$ cat config.mk
export PLATFORM = sky130hd
export DESIGN_NAME = hex_scan_controller
export DESIGN_NICKNAME = d
export VERILOG_FILES = /design/src/rtl/hex_scan_pkg.sv /design/src/rtl/scan_slot_timer.sv /design/src/rtl/hex_scan_controller.sv
export SDC_FILE = /design/constraint.sdc
export NUM_CORES = 1
export LEC_CHECK = 0
export CORE_MARGIN = 2
export CORE_UTILIZATION = 59
export CTS_BUF_LIST = sky130_fd_sc_hd__clkbuf_8
export CTS_CLUSTER_DIAMETER = 100
export DETAILED_ROUTE_END_ITERATION = 7
export PLACE_DENSITY_LB_ADDON = 0.12
export SYNTH_ARGS = -nofsm -noshare
export SYNTH_HDL_FRONTEND = slang
export SYNTH_SLANG_ARGS = --single-unit
$ cat constraint.sdc
create_clock -name clk -period 2.61 [get_ports clk]
set_clock_uncertainty 0.1 [all_clocks]
set_input_delay 0.3915 -clock clk [delete_from_list [all_inputs] [get_ports clk]]
set_output_delay 0.3915 -clock clk [all_outputs]
set_load 0.01 [all_outputs]
$ cat src/rtl/hex_scan_pkg.sv
// Shared types and default constants for the hex display scan controller.
// Build option: HEX_SCAN_LZB_EN enables leading-zero blanking in hex_scan_controller.
package hex_scan_pkg;

    localparam int unsigned DIGIT_W          = 4;
    localparam int unsigned DEF_NUM_DIGITS   = 4;
    localparam int unsigned DEF_TICK_DIV     = 50000;
    localparam int unsigned DEF_BLANK_CYCLES = 16;

    typedef enum logic [1:0] {
        IDLE  = 2'd0,
        BLANK = 2'd1,
        DRIVE = 2'd2
    } scan_state_e;

endpackage

$ cat src/rtl/scan_slot_timer.sv
// Per-digit slot counter: counts 1..TICK_DIV within a slot and flags the end of
// the blanking gap and the end of the slot. Held at 0 while clear is asserted.
module scan_slot_timer
    import hex_scan_pkg::*;
#(
    parameter int unsigned TICK_DIV     = DEF_TICK_DIV,
    parameter int unsigned BLANK_CYCLES = DEF_BLANK_CYCLES
) (
    input  logic clk,
    input  logic rst_n,
    input  logic clear,
    output logic blank_done,
    output logic slot_done
);

    localparam int unsigned CNT_W = $clog2(TICK_DIV + 1);
    localparam logic [CNT_W-1:0] CNT_BLANK = CNT_W'(BLANK_CYCLES);
    localparam logic [CNT_W-1:0] CNT_SLOT  = CNT_W'(TICK_DIV);
    localparam logic [CNT_W-1:0] CNT_FIRST = CNT_W'(1);

    logic [CNT_W-1:0] cnt;

    // The first cycle of every slot reads 1, so the gap ends when cnt hits BLANK_CYCLES.
    always_ff @(posedge clk) begin
        if (!rst_n) begin
            cnt <= '0;
        end else if (clear) begin
            cnt <= '0;
        end else if (cnt == CNT_SLOT) begin
            cnt <= CNT_FIRST;
        end else begin
            cnt <= cnt + 1'b1;
        end
    end

    assign blank_done = (cnt == CNT_BLANK);
    assign slot_done  = (cnt == CNT_SLOT);

endmodule

$ cat src/rtl/hex_scan_controller.sv
// Time-multiplexed hex display scanner with double-buffered load handshake.
// Build option: define HEX_SCAN_LZB_EN for leading-zero blanking.
module hex_scan_controller
    import hex_scan_pkg::*;
#(
    parameter int unsigned NUM_DIGITS   = DEF_NUM_DIGITS,
    parameter int unsigned TICK_DIV     = DEF_TICK_DIV,
    parameter int unsigned BLANK_CYCLES = DEF_BLANK_CYCLES
) (
    input  logic                          clk,
    input  logic                          rst_n,
    input  logic                          enable,
    input  logic [DIGIT_W*NUM_DIGITS-1:0] value_in,
    input  logic                          load,
    output logic                          load_ack,
    output logic [DIGIT_W-1:0]            hex_nibble,
    output logic                          seg_blank,
    output logic [NUM_DIGITS-1:0]         anode_n,
    output logic                          frame_done
);

    localparam int unsigned IDX_W = (NUM_DIGITS > 1) ? $clog2(NUM_DIGITS) : 1;
    localparam int unsigned VAL_W = DIGIT_W * NUM_DIGITS;
    localparam logic [IDX_W-1:0] LAST_IDX = IDX_W'(NUM_DIGITS - 1);

    scan_state_e          state, state_next;
    logic [IDX_W-1:0]     digit, digit_next;
    logic [VAL_W-1:0]     disp_val, pend_val;
    logic                 pend_valid;
    logic                 blank_done, slot_done;
    logic                 scan_clear;
    logic                 frame_edge;
    logic                 commit_point;
    logic                 show_digit;
    logic [DIGIT_W-1:0]   digit_val;

    assign scan_clear = (state_next == IDLE);

    scan_slot_timer #(
        .TICK_DIV     (TICK_DIV),
        .BLANK_CYCLES (BLANK_CYCLES)
    ) u_slot_timer (
        .clk        (clk),
        .rst_n      (rst_n),
        .clear      (scan_clear),
        .blank_done (blank_done),
        .slot_done  (slot_done)
    );

    always_comb begin
        state_next = state;
        digit_next = digit;
        frame_edge = 1'b0;
        if (!enable) begin
            state_next = IDLE;
            digit_next = '0;
        end else begin
            case (state)
                IDLE: begin
                    state_next = BLANK;
                    digit_next = '0;
                end
                BLANK: begin
                    if (blank_done) begin
                        state_next = DRIVE;
                    end
                end
                DRIVE: begin
                    if (slot_done) begin
                        state_next = BLANK;
                        if (digit == LAST_IDX) begin
                            digit_next = '0;
                            frame_edge = 1'b1;
                        end else begin
                            digit_next = digit + 1'b1;
                        end
                    end
                end
                default: begin
                    state_next = IDLE;
                    digit_next = '0;
                end
            endcase
        end
    end

    // Commits only happen on edges leading into BLANK or IDLE, so whenever the
    // next state is DRIVE the current display register is the one to show.
    assign commit_point = (state == IDLE) || frame_edge;
    assign digit_val    = disp_val[DIGIT_W*digit_next +: DIGIT_W];

`ifdef HEX_SCAN_LZB_EN
    logic [IDX_W-1:0] msd;

    always_comb begin
        msd = '0;
        for (int unsigned i = 1; i < NUM_DIGITS; i++) begin
            if (disp_val[DIGIT_W*i +: DIGIT_W] != '0) begin
                msd = IDX_W'(i);
            end
        end
    end

    assign show_digit = (digit_next <= msd);
`else
    assign show_digit = 1'b1;
`endif

    always_ff @(posedge clk) begin
        if (!rst_n) begin
            state      <= IDLE;
            digit      <= '0;
            anode_n    <= '1;
            seg_blank  <= 1'b1;
            hex_nibble <= '0;
            frame_done <= 1'b0;
        end else begin
            state      <= state_next;
            digit      <= digit_next;
            frame_done <= frame_edge;
            if ((state_next == DRIVE) && show_digit) begin
                anode_n    <= ~(NUM_DIGITS'(1) << digit_next);
                seg_blank  <= 1'b0;
                hex_nibble <= digit_val;
            end else begin
                anode_n    <= '1;
                seg_blank  <= 1'b1;
                hex_nibble <= '0;
            end
        end
    end

    // A load landing on a commit point goes straight to the display register.
    always_ff @(posedge clk) begin
        if (!rst_n) begin
            disp_val   <= '0;
            pend_val   <= '0;
            pend_valid <= 1'b0;
            load_ack   <= 1'b0;
        end else begin
            load_ack <= 1'b0;
            if (commit_point) begin
                if (load) begin
                    disp_val   <= value_in;
                    pend_valid <= 1'b0;
                    load_ack   <= 1'b1;
                end else if (pend_valid) begin
                    disp_val   <= pend_val;
                    pend_valid <= 1'b0;
                    load_ack   <= 1'b1;
                end
            end else if (load) begin
                pend_val   <= value_in;
                pend_valid <= 1'b1;
            end
        end
    end

endmodule

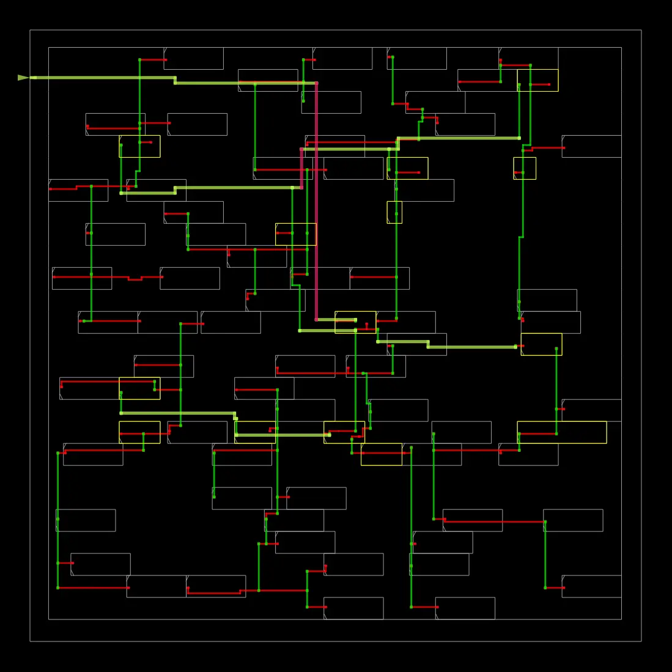
(run_1/clocks.png)
clock sink count: 64
seq_cells: 64

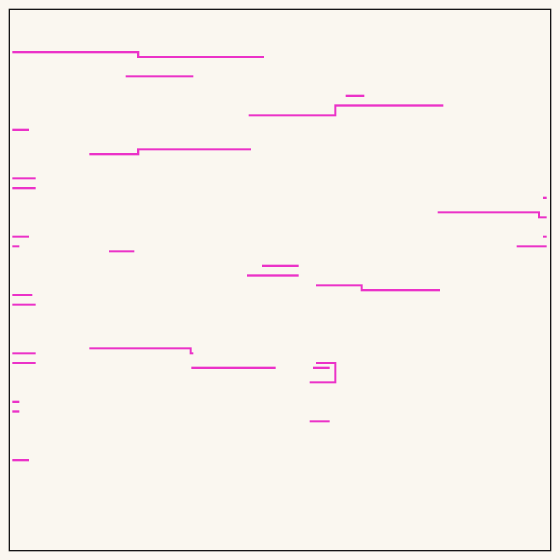
(run_1/layer_met3.png)
share of all routed wire: 3.7%
nets with wire on the layer: 23
main direction: horizontal
longest straight run: 17.5 µm
wire length on this layer: 217 µm

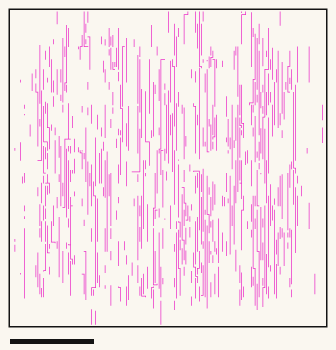
(run_1/layer_met2.png)
Bar = 20 µm.
nets with wire on the layer: 308
main direction: vertical
wire length on this layer: 2,860 µm
share of all routed wire: 49%

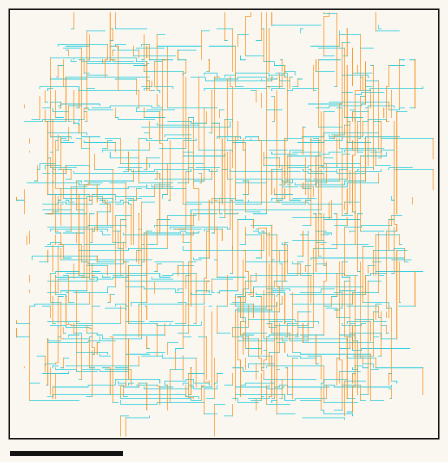
(run_1/wires.png)
Bar = 20 µm. Only two layers are drawn.
legend:
  cyan:
    layer: metal 1
    wire_length: 2,750 µm
  orange:
    layer: metal 2
    wire_length: 2,860 µm

run 1: routing by layer:
| layer | up-vias | part of all wire [%] |
|---|---|---|
| met1 | 1092 | 47 |
| met5 | - | 0 |
| li1 | 1175 | - |
| met2 | 39 | 49 |
| met3 | 6 | 3.7 |
| met4 | 0 | 0.70 |
run 1: cell type report:
class / instances / area, µm² / share of cell area [%]
clock buffer: 11 / 151 / 4.25
clock inverter: 3 / 42.5 / 1.20
inverter: 10 / 37.5 / 1.05
multi-input combinational: 221 / 1590 / 44.5
sequential: 64 / 1280 / 36.0
tap: 70 / 87.6 / 2.46
timing repair buffer: 38 / 373 / 10.5
==> results.md, run 1 <==
| Result | This run |
| --- | --- |
| WHS Path Cells | 2 |
| Smallest hold slack | 354 ps |
| Slowest cell on crit path | sky130_fd_sc_hd__dfxtp_1 |
| Total number of nets in the final design | 371 |
| Area of the mapped netlist | 3020 µm² |
| Number of DRC markers after the initial detailed-route iteration | 113 |
| Aggregate negative setup slack | 0 ps |
| Max IR drop VDD | 0.417 mV |
| Part of the total power dissipated in combinational logic | 9.9% |
| Global routing usage on met1 | 29.4% |
| Mux contribution to synthesized area | 9.31% |
| Xor/xnor share | 4.05% |
| Power dissipated in combinational cells | 204 µW |
| Final worst slack | 277 ps |
| Count of flip-flops with a built-in enable after synthesis | 0 |
| DRC violation count after routing | 0 |
| Startpoint of the worst setup timing path | u_slot_timer.cnt[0] |
| Critical path startpoint category | flop |
| CTS tree | yes |
| Average instance area after synthesis | 9.57 µm² |
| Master cell of the clock root buffer | sky130_fd_sc_hd__clkbuf_8 |
| Final cycle utilization of the critical path | 89.4% |
| R2r startpoint | u_slot_timer.cnt[0] |
| CTS hold repair buffers | 0 |
| Fill count | 404 |
| Outcome | complete, no violations |
| Register bit total from synthesis | 64 |
| Leading power group | sequential cells |
| DP HPWL | 4020 µm |
| Net switching power | 490 µW |
| Cell Count Post-Placement | 403 |
| Number of nets at floorplan | 343 |
| Synth top cell by count | sky130_fd_sc_hd__dfxtp_1 |
| Internal power | 1580 µW |
| Sequence of cells on the critical path | inv_1 -> ha_1 -> and4b_1 -> and4_1 -> a41oi_4 -> buf_4 -> nand2_4 -> nand2_1 -> a21oi_1 |
| Arrival time reported for the critical path endpoint | 2440 ps |
| Number of distinct library cells after synthesis | 45 |
| Logic depth of the worst path, buffers included | 9 |
| Total global routing overflow | 0 |
| Routability congestion estimate | 0.868 |
| Power density of the placed cells | 583 nW/µm² |
| Endpoint with the worst hold slack | pend_val[1] |
| Cell taking the most area after synthesis | sky130_fd_sc_hd__dfxtp_1 |
| Max FO, Critical Path | 19 |
| Number of buffers created by CTS | 9 |
| Initial antenna violation count | 0 |
| Core Area | 5010 µm² |
| Endpoint of the most critical setup path | pend_val[14] |
| Top-area cell type share of the netlist area | 42.4% |
| Post-synthesis adder-cell area fraction | 2.90% |
| Skew-Pair Late Insertion Delay | 330 ps |
| Commonest cells in the netlist | sky130_fd_sc_hd__dfxtp_1, sky130_fd_sc_hd__nor2_1, sky130_fd_sc_hd__nand2_1, sky130_fd_sc_hd__nand3_1, sky130_fd_sc_hd__mux2i_1 |
==> run_1/power_grid.png <==
Bar = 20 µm. Pins as bars on the die edge.
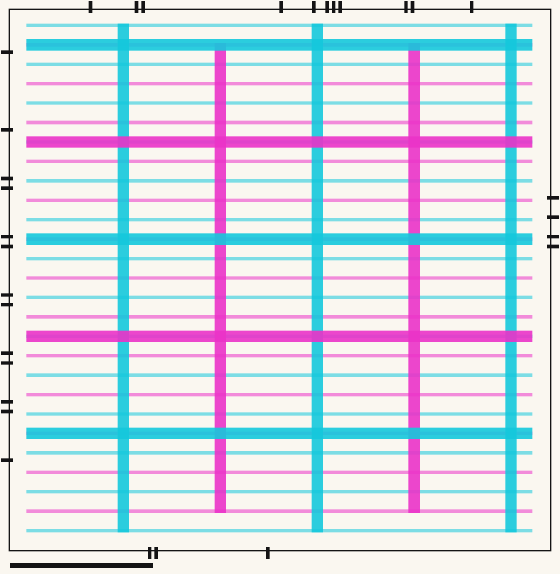

==> run 2: changes to the inputs <==
--- a/config.mk
+++ b/config.mk
@@ -11,6 +11,9 @@
 export CTS_CLUSTER_DIAMETER = 100
 export DETAILED_ROUTE_END_ITERATION = 7
 export PLACE_DENSITY_LB_ADDON = 0.12
+export REMOVE_ABC_BUFFERS = 1
+export SETUP_SLACK_MARGIN = 0.5
+export SLEW_MARGIN = 20
 export SYNTH_ARGS = -nofsm -noshare
 export SYNTH_HDL_FRONTEND = slang
 export SYNTH_SLANG_ARGS = --single-unit
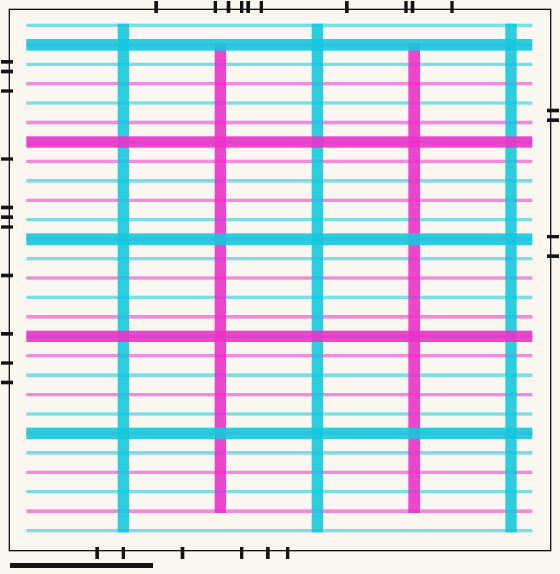
(run_2/power_grid.png)
Bar = 20 µm. Pins as bars on the die edge.
legend:
  magenta:
    net: VDD
  cyan:
    net: VSS
rows: 26
signal pins: 31
met5 straps: 5
met4 straps: 5

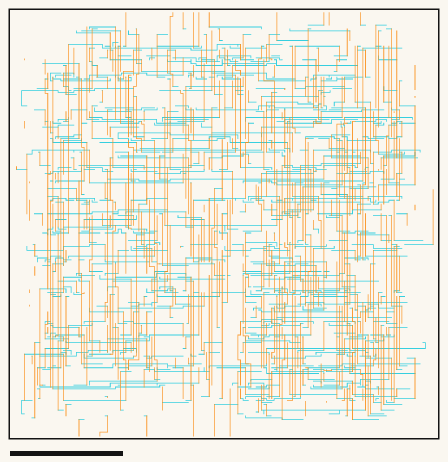
(run_2/wires.png)
Bar = 20 µm. Only two layers are drawn.
legend:
  cyan:
    layer: metal 1
    wire_length: 3,030 µm
  orange:
    layer: metal 2
    wire_length: 3,640 µm

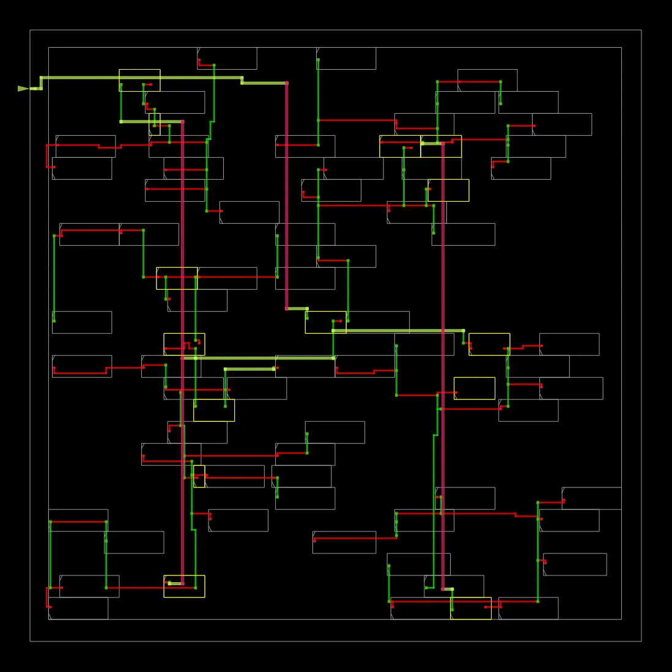
(run_2/clocks.png)
power in the clock group: 764 µW
clock tree buffer count of the final layout: 12
Skew-Pair Late Insertion Delay: 350 ps

==> run 2 against run 1 <==
Combinational power increased by about 20%; die area unchanged; critical endpoint is now hex_nibble[1]; hold slack about the same; setup slack improved by 150 ps; synthesized cell count unchanged; highest routed layer unchanged; cell count rose by 5.3%; first-iteration DRC count increased by 46%; clock power down 9.5%; via count up 6.4%; flip-flop count did not move.
==> results.md, run 2 <==
| Result | This run |
| --- | --- |
| Outcome | complete, no violations |
| Clock sink count | 64 |
| DP HPWL | 4090 µm |
| Number of hold violations in the final report | 0 |
| Max FO, Critical Path | 7 |
| Top-area cell type share of the netlist area | 42.4% |
| Asr flop ratio synth | 0% |
| Core Area | 5010 µm² |
| Avg Vias per Cell | 5.60 |
| Number of DRC markers after the initial detailed-route iteration | 165 |
| DRC violation count after routing | 0 |
| MI comb area | 1690 µm² |
| Layout area overhead | 27.4% |
| Clock-cell share of area | 4.48% |
| Power density of the placed cells | 528 nW/µm² |
| Seq_cells | 64 |
| Fill count | 380 |
| R2r startpoint | u_slot_timer.cnt[1] |
| Total number of nets in the final design | 393 |
| Inverters, non-clock | 10 |
| Cell Count Post-Placement | 405 |
| Number of well taps | 70 |
| Multi-input combinational cell count | 222 |
| Setup repair after global routing missed its margin | yes |
| Xor/xnor share | 4.05% |
| Average instance area after synthesis | 9.57 µm² |
| Master cell of the clock root buffer | sky130_fd_sc_hd__clkbuf_8 |
| Most common cell after layout, fill and taps aside | sky130_fd_sc_hd__dfxtp_1 |
| Commonest cells in the netlist | sky130_fd_sc_hd__dfxtp_1, sky130_fd_sc_hd__nor2_1, sky130_fd_sc_hd__nand2_1, sky130_fd_sc_hd__nand3_1, sky130_fd_sc_hd__mux2i_1 |
| Synth top cell by count | sky130_fd_sc_hd__dfxtp_1 |
| Area of the mapped netlist | 3020 µm² |
| Cell taking the most area after synthesis | sky130_fd_sc_hd__dfxtp_1 |
| Internal power | 1530 µW |
| Min Tclk post-route | 2180 ps |
| Critical path startpoint category | flop |
| WHS Path Cells | 2 |
| Final setup viols | 0 |
| Number of buffers created by CTS | 9 |
| Initial antenna violation count | 0 |
| Signal buf overhead | 15.0% |
| Mux contribution to synthesized area | 9.31% |
| Final worst slack | 429 ps |
| Startpoint of the worst setup timing path | u_slot_timer.cnt[1] |
| Part of the total power dissipated in combinational logic | 12.0% |
| Arrival time reported for the critical path endpoint | 2320 ps |
| Compound-Gate Fraction of Synth Area | 13.4% |
| Routability congestion estimate | 0.899 |
| Number of distinct library cells after synthesis | 45 |
| Aggregate negative setup slack | 0 ps |
| Detailed-routing iteration count for the pre-antenna-repair pass | 4 |
| Endpoint with the worst hold slack | pend_val[5] |
| Tool warnings | 30 |
| Net switching power | 501 µW |
| Sequential cell area share | 33.5% |
| Leading power group | sequential cells |
| Smallest hold slack | 354 ps |
| Final cycle utilization of the critical path | 83.6% |
| Total global-route track usage | 25.6% |
| Count of flip-flops with a built-in enable after synthesis | 0 |
| Global routing usage on met1 | 31.6% |
| Vias in the first global route | 2,332 |
| Most common flop cell mapped by yosys | sky130_fd_sc_hd__dfxtp_1 |
| Register bit total from synthesis | 64 |
| Power dissipated in combinational cells | 245 µW |
| Plain + repair buffers | 59 |
| Endpoint of the most critical setup path | hex_nibble[1] |
| Average wire per standard cell | 16.0 µm |
| Count of non-filler cells in the finished layout | 439 |
| Total global routing overflow | 0 |
| CTS hold repair buffers | 0 |
| Area-dominant cell class after layout | multi-input combinational cells |
| Post-synthesis adder-cell area fraction | 2.90% |
| CTS tree | yes |
| Register area | 1290 µm² |
| Max IR drop VDD | 0.418 mV |
| Multi-input logic portion of the cell area | 43.8% |
| Floorplan die area | 5710 µm² |
-- run 2: critical path, stage by stage (launching register included) --
cell and delay [ps]:
sky130_fd_sc_hd__dfxtp_2 330, sky130_fd_sc_hd__inv_2 70, sky130_fd_sc_hd__ha_4 130, sky130_fd_sc_hd__and4b_2 270, sky130_fd_sc_hd__and4_4 280, sky130_fd_sc_hd__a21o_1 210, sky130_fd_sc_hd__nor2_2 60, sky130_fd_sc_hd__o31a_1 350
sky130_fd_sc_hd__buf_6 160, sky130_fd_sc_hd__o211a_1 100
-- run 2: metal layers --
metal  wire length, µm  vias to the layer above
met5                 0                        -
met4               161                        0
met3               184                       10
met2              3640                       35
met1              3030                     1196
li1                  -                     1219
Power figures rest on the tool's default switching activity, not on a simulated workload.
